flops_by_reg.png
Drawn at 6 px/um. Other sequential cells in the stronger gray, the rest of the logic in the fainter gray.
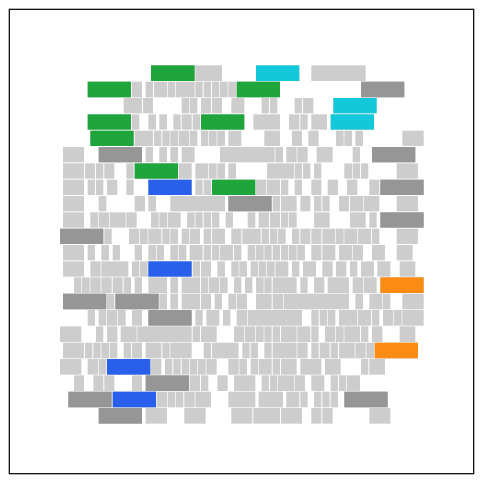
placement_by_type.png
Drawn at 6 px/um. Fill, decap, tap and diode cells in gray.
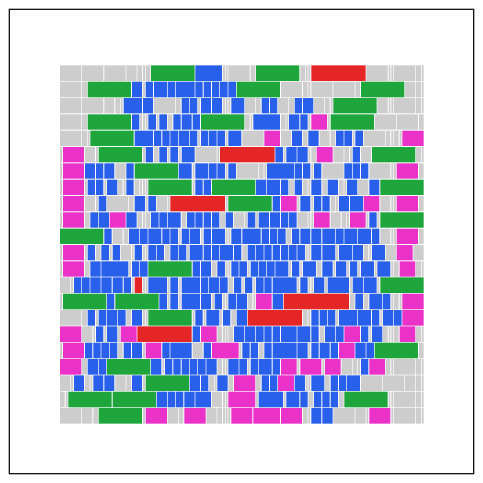
clk_routes.png
Drawn at 8 px/um.
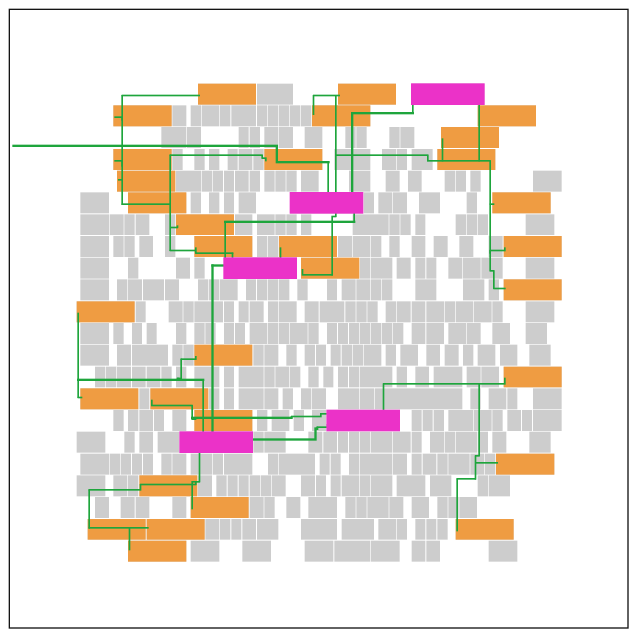
Design elevator_scan_ctrl, sky130hd; sources not shown.
==> out/qor.yml <==
floorplanning:
  fp.dieH_um: 77.2
  die_width_um: 77.2
  die_area_um2: 5950
layout:
  nNonClkBuffers: 47
  comb_area_share_pct: 44.5
  drive_gt1_share_pct: 16.7
  design.seq.count: 31
  insertedDiodeCount: 0
  largest_class: "combinational gates"
  area_growth_pct: 31.3
  layout.nets: 411
  largest_reg_flops: 8
  nFillCells: 306
global_routing:
  grt_max_degree: 15
  antenna_found_initial: 0
  grt_pass1_wl_um: 9440
route:
  remaining_drc_errors: 0
  vias: 2374
  drt-total-wl_um: 5870
  drtPass1Iterations: 5
run_status:
  run_status: "complete, no violations"
synthesis:
  netlist_instances: 339
  netlist_top_cells_count: "80 x nand2_1, 52 x inv_1, 40 x nor2_1"
  mux_area_share_pct: 0
  synthFlopType: "dfxtp_1"
  top_cell: "nand2_1"
  synth_cell_type_count: 33
  ys_chip_area_um2: 2060
  ys_cells: 339
  syn_avg_cell_area_um2: 6.07
  yosys.area_share.simple_pct: 40.2
  ys.warnings.count: 0
  xor_area_share_pct: 1.70
  fp_nets: 360
flow_run:
  cap_viol_max_count: 0
placed_design:
  post-place-ws_ns: -0.198
  place_congestion: 0.976
  port_buffers: 26
clock_tree:
  clk_path_buf_depth: 2
  cts_max_level: 2
  hold_buffers: 0
final_timing:
  rsz0062_at_grt: "false"
  final_hold_viol_count: 0
  setup_viol: 0
power:
  power_density_nw_per_um2: 752
worst_setup_path:
  end_kind: "flop"
  max_stage_delay_ns: 0.29
min_path:
  min_path_cells: 2
Back to the opening pictures, flops_by_reg.png:
| color | signal | sequential cells |
|---|---|---|
| cyan | state | 3 |
| orange | monitor | 2 |
| blue | req_up | 4 |
| green | door_cnt | 8 |
not colored: 14
total sequential power: 644 uW
final core utilization: 74.3%
register area: 621 um^2

Back to the opening pictures, placement_by_type.png:
| color | class | cells | share of their area |
|---|---|---|---|
| blue | combinational and other logic | 305 | 54% |
| green | flops | 31 | 23% |
| magenta | other buffers and delay cells | 47 | 16% |
| red | clock drivers and dummy loads | 7 | 6.0% |
register share of the cell area: 23.0%
total core area: 3630 um^2
FP Rows: 22
design area: 2700 um^2

Back to the opening pictures, clk_routes.png:
[orange] flip-flops | count: 31
[magenta] clock drivers | count: 5
[green] clock wires | length: 461 um
flops lie: all over the die
Clk Latency, worst-skew pair: 0.28 ns
clk pwr: 730 uW
Clk pwr share: 35.9%
Final Skew: 0.00348 ns

[routing by layer]
layer | track usage [%] | part of all wire [%] | up-vias
met4 | 5.28 | 1.6 | 0
met2 | 30.5 | 45 | 144
li1 | - | - | 1173
met5 | 0 | 0 | -
met1 | 23.9 | 42 | 1039
met3 | 5.01 | 11 | 18
[power groups by stage]
stage	Combinational [uW]	Clock (uW)	Sequential (uW)
floorplan	409	0	648
finish	658	730	644
global placement	617	0	649
global route	734	761	648
CTS	638	737	642
detailed placement	629	0	652
[logic make-up after synthesis]
kind of cell    count (synthesis)
flops                          31
xor+xnor                        4
other cells                     1
compound gates                 51
fa+ha+maj                       3
buf+inv                        64
simple gates                  185
[cells in the final DEF, fill, tap and decap left out, types with 4 or more instances in the layout]
cell type,count
nor2_1,39
dfxtp_1,31
a31oi_1,4
clkdlybuf4s50_1,23
nand3_1,22
a21oi_1,21
clkbuf_16,5
nor3_1,16
inv_1,53
inv_2,7
nand2_2,15
o22ai_1,4
nand2_1,80
buf_4,21
o21ai_0,14
nor2_2,4
[worst reg2reg max path: stages, from the launching register on]
cell and delay, ns:
dfxtp_1 0.29, inv_1 0.14, nand3_1 0.27, buf_4 0.25
o22ai_1 0.13, nor2_1 0.08, inv_2 0.07, nor2_1 0.08
nor2_2 0.26, nand2_1 0.15, inv_2 0.11, nand2_2 0.09
a21oi_1 0.13
[metrics by stage]
step | total power, uW | hold WS (ns) | std cells | TNS [ns]
after floorplan | 1060 | 0.425 | 339 | 0
after global placement | 1270 | 0.441 | 427 | -1.94
after detailed placement | 1280 | 0.442 | 427 | -3.21
after CTS | 2020 | 0.451 | 434 | 0
after global routing | 2140 | 0.471 | 438 | 0
final | 2030 | 0.463 | 438 | 0
[timing repair]
action                     in CTS  in global routing
gates resized                   0                  7
setup endpoints to repair       0                 21
buffers inserted                0                  3
Power figures rest on the tool's default switching activity, not on a simulated workload.
